[config.mk]
export PLATFORM = sky130hd
export DESIGN_NAME = pla_eval_pipe
export DESIGN_NICKNAME = d
export VERILOG_FILES = /design/src/rtl/pla_eval_pipe.sv
export SDC_FILE = /design/constraint.sdc
export NUM_CORES = 1
export LEC_CHECK = 0
export CORE_MARGIN = 5
export CORE_UTILIZATION = 50
export CTS_CLUSTER_DIAMETER = 80
export DETAILED_ROUTE_END_ITERATION = 6
export GPL_TIMING_DRIVEN = 0
export PLACE_DENSITY = 0.66
export SLEW_MARGIN = 20
export SYNTH_ARGS = -nofsm -noshare
export SYNTH_HDL_FRONTEND = slang
export SYNTH_SLANG_ARGS = --single-unit
[constraint.sdc]
create_clock -name clk -period 44.4 [get_ports clk]
set_clock_uncertainty 0.1 [all_clocks]
set_input_delay 8.88 -clock clk [delete_from_list [all_inputs] [get_ports clk]]
set_output_delay 8.88 -clock clk [all_outputs]
set_load 0.03 [all_outputs]
[src/rtl/pla_eval_pipe.sv]
// pla_eval_pipe: run-time programmable sum-of-products (PLA) evaluator.
// N_TERM cubes and per-output polarity are loaded over a config port;
// input vectors stream through a 2-stage valid/ready pipeline.
//
// Ports:
//   clk, rst               clock, asynchronous active-high reset
//   in_valid/in_ready, x   input vector handshake (bit i = x_i)
//   out_valid/out_ready, y evaluated outputs handshake
//   cfg_we, cfg_addr,      config write request (held until cfg_ack);
//   cfg_data, cfg_ack      addr < N_TERM = cube slot, addr == N_TERM = inv,
//                          cube data = {osel, care, val}
module pla_eval_pipe #(
    parameter int N_IN   = 6,
    parameter int N_OUT  = 1,
    parameter int N_TERM = 32,
    parameter int AW     = $clog2(N_TERM + 1)
) (
    input  logic                      clk,
    input  logic                      rst,
    input  logic                      in_valid,
    output logic                      in_ready,
    input  logic [N_IN-1:0]           x,
    output logic                      out_valid,
    input  logic                      out_ready,
    output logic [N_OUT-1:0]          y,
    input  logic                      cfg_we,
    input  logic [AW-1:0]             cfg_addr,
    input  logic [N_OUT+2*N_IN-1:0]   cfg_data,
    output logic                      cfg_ack
);

    localparam int DW = N_OUT + 2 * N_IN;
    localparam logic [AW-1:0] POL_ADDR = AW'(N_TERM);

    typedef enum logic [1:0] {
        ST_IDLE,
        ST_DRAIN,
        ST_COMMIT
    } cfg_state_e;

    // Cube table and output polarity
    logic [N_TERM-1:0][N_OUT-1:0] osel_q;
    logic [N_TERM-1:0][N_IN-1:0]  care_q;
    logic [N_TERM-1:0][N_IN-1:0]  val_q;
    logic [N_OUT-1:0]             inv_q;

    // Pipeline state
    logic [N_TERM-1:0] hit_q;
    logic [N_TERM-1:0] hit_d;
    logic              s1_valid_q;
    logic              s1_valid_d;
    logic              s2_valid_q;
    logic [N_OUT-1:0]  y_q;
    logic [N_OUT-1:0]  y_d;
    logic [N_OUT-1:0]  or_acc;

    cfg_state_e state_q;
    cfg_state_e state_d;

    logic accept;
    logic s2_take;
    logic cfg_wr;

    logic [N_IN-1:0]  cfg_val;
    logic [N_IN-1:0]  cfg_care;
    logic [N_OUT-1:0] cfg_osel;

    assign cfg_val  = cfg_data[N_IN-1:0];
    assign cfg_care = cfg_data[2*N_IN-1:N_IN];
    assign cfg_osel = cfg_data[DW-1:2*N_IN];

    // A pending config request blocks new vectors so the table can only
    // change while the pipeline is empty.
    assign s2_take   = ~s2_valid_q | out_ready;
    assign in_ready  = (~s1_valid_q | s2_take) & ~cfg_we & ~rst;
    assign accept    = in_valid & in_ready;
    assign s1_valid_d = accept | (s1_valid_q & ~s2_take);

    assign out_valid = s2_valid_q;
    assign y         = y_q;

    // Stage 1: cube match against the live table
    always_comb begin
        hit_d = '0;
        for (int t = 0; t < N_TERM; t++) begin
            hit_d[t] = (((x ^ val_q[t]) & care_q[t]) == '0)
                       && (osel_q[t] != '0);
        end
    end

    // Stage 2: OR plane plus polarity
    always_comb begin
        or_acc = '0;
        for (int t = 0; t < N_TERM; t++) begin
            if (hit_q[t]) begin
                or_acc = or_acc | osel_q[t];
            end
        end
        y_d = inv_q ^ or_acc;
    end

    always_ff @(posedge clk or posedge rst) begin
        if (rst) begin
            hit_q      <= '0;
            s1_valid_q <= 1'b0;
            s2_valid_q <= 1'b0;
            y_q        <= '0;
        end else begin
            if (accept) begin
                hit_q <= hit_d;
            end
            s1_valid_q <= s1_valid_d;
            if (s2_take) begin
                s2_valid_q <= s1_valid_q;
                if (s1_valid_q) begin
                    y_q <= y_d;
                end
            end
        end
    end

    // Config FSM
    always_ff @(posedge clk or posedge rst) begin
        if (rst) begin
            state_q <= ST_IDLE;
        end else begin
            state_q <= state_d;
        end
    end

    always_comb begin
        state_d = state_q;
        cfg_ack = 1'b0;
        cfg_wr  = 1'b0;
        unique case (state_q)
            ST_IDLE: begin
                if (cfg_we) begin
                    state_d = ST_DRAIN;
                end
            end
            ST_DRAIN: begin
                if (!cfg_we) begin
                    state_d = ST_IDLE;
                end else if (!s1_valid_q && !s2_valid_q) begin
                    state_d = ST_COMMIT;
                end
            end
            ST_COMMIT: begin
                // A request withdrawn on the commit cycle is dropped.
                state_d = ST_IDLE;
                cfg_ack = cfg_we;
                cfg_wr  = cfg_we;
            end
            default: begin
                state_d = ST_IDLE;
            end
        endcase
    end

    // Table write; addresses above the polarity slot are acked but ignored
    always_ff @(posedge clk or posedge rst) begin
        if (rst) begin
            osel_q <= '0;
            care_q <= '0;
            val_q  <= '0;
            inv_q  <= '0;
        end else if (cfg_wr) begin
            for (int t = 0; t < N_TERM; t++) begin
                if (cfg_addr == AW'(t)) begin
                    osel_q[t] <= cfg_osel;
                    care_q[t] <= cfg_care;
                    val_q[t]  <= cfg_val;
                end
            end
            if (cfg_addr == POL_ADDR) begin
                inv_q <= cfg_data[N_OUT-1:0];
            end
        end
    end

endmodule

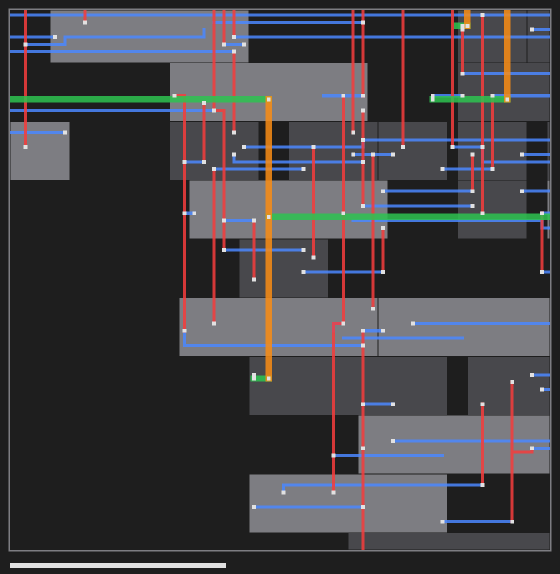
*Zoomed window*
Scale bar: 10 um. Region (40, 40) to (65, 65) um. Cells in gray, sequential cells in the stronger gray; small squares are vias.
red -> metal 2
orange -> metal 4
green -> metal 3
blue -> metal 1
most frequent = dfrtp_1 (7), mux2_2 (4), xor2_1 (3)
cells with their middle in the window = 17
sequential cells in the window = 7
netlist names of flops here include = val_q (6), care_q (1)

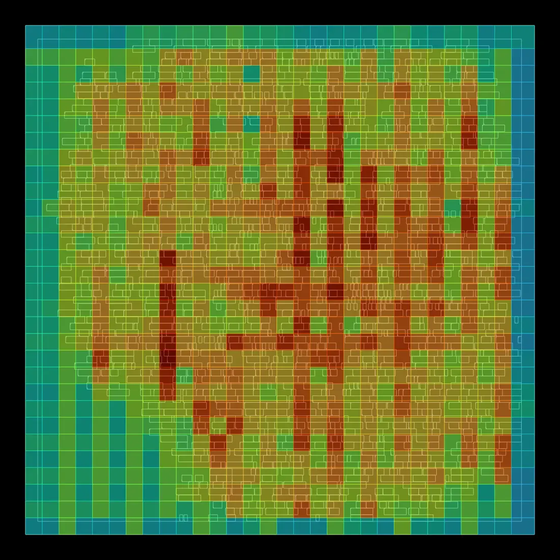
*Track usage over the die*
met1 track demand over resource: 31.8%
Post-Route Utilization: 57.4%

==> flow_metrics.env <==
# physical design summary
export IMPL_status="completed"
export IMPL_crit_fanout=4
export IMPL_hp_class="flop to flop"
export IMPL_port_buffers=25
export IMPL_syn_area_sq_um=19900
export IMPL_period_minus_slack_ns=19.37
export IMPL_pg_comb_w=0.0000532
export IMPL_grt_overflow=0
export IMPL_drt_iter0_markers=1101
export IMPL_postCtsHoldBufs=0
export IMPL_top_regs="care_q x192, val_q x192"
export IMPL_p_seq_w=0.000428
export IMPL_antenna_found_initial=1
export IMPL_cts_resized=0
export IMPL_cts_tree="done"
export IMPL_setup_violations=0
export IMPL_synthArstFlopShare_pct=100
export IMPL_adder_share_pct=0
export IMPL_drive_gt1_share_pct=34.5
export IMPL_critPathMaxStageDelay_ns=0.69
export IMPL_dp_cells=2011
export IMPL_ant_nets=0
export IMPL_signal_buffers=137
export IMPL_grtUsageMet3_pct=4.65
export IMPL_wl_met3_um=2930
export IMPL_rows=73
export IMPL_wl_per_cell_um=23.7
export IMPL_final_period_utilization_pct=43.6
export IMPL_critPathMostFrequentCell="clkdlybuf4s50_1"
export IMPL_synth_top_cell_by_area="dfrtp_1"
export IMPL_slew_limit_headroom_pct=20.5
export IMPL_start_kind="input port"
export IMPL_lay_top_cells="dfrtp_1 (454), mux2_2 (407), xor2_1 (193)"
export IMPL_synth_flops=454
export IMPL_fillCellCount=3192
export IMPL_core_area_sq_um=39500
export IMPL_inverters=3
export IMPL_holdPathEnd="state_q[0]"
export IMPL_wl_met1_um=22000
export IMPL_worstPathRequired_ns=35.42
export IMPL_cap_violations=0
export IMPL_cp_arrival_ns=10.39
export IMPL_whs_ns=0.370
export IMPL_finalInstanceArea_sq_um=22700
export IMPL_gr_usage_met2_pct=36.9
export IMPL_edf_count=0
export IMPL_pwr_share_seq_pct=46.9
export IMPL_area_delta_synth_final_pct=14.0
export IMPL_p_sw_w=0.000207
export IMPL_vias_per_cell=5.69
export IMPL_ys_cells=1456
export IMPL_grt_pass1_vias=12700
export IMPL_first_pass_iters=5
export IMPL_crit_end="cfg_ack"
export IMPL_final_clk_cell_share_pct=7.61
export IMPL_dieArea_sq_um=43900
export IMPL_internal_power_w=0.000707
export IMPL_power_w=0.000914
export IMPL_combPwrFrac_pct=5.8
export IMPL_place_ws_ns=25.02
export IMPL_setup_tns_ns=0
export IMPL_worstHoldStart="state_q[0]"
export IMPL_grt_max_degree=107
export IMPL_cts_inserted_buffers=48
export IMPL_worst_pin_slew_ns=1.19
export IMPL_initial_core_util_pct=50.4
export IMPL_clkTransAtPathRegs_ns=0.06
export IMPL_r2r_end="care_q[10]"
export IMPL_power_density_nw_per_um2=40.2
export IMPL_biggestCellCategory="registers"
export IMPL_timing_rr_start="state_q[0]"
export IMPL_dpl_hpwl_um=33400
export IMPL_r2r_slack_ns=41.59
export IMPL_power_leakage_nw=11.4
export IMPL_synthCells=1456
export IMPL_cp_depth=4
export IMPL_cp_end_kind="output pin"
export IMPL_place_congestion=0.871
export IMPL_seq_share_pct=50.0
export IMPL_tool_warnings=29
export IMPL_max_vdd_ir_drop_v=0.0000234
export IMPL_die_y_um=210
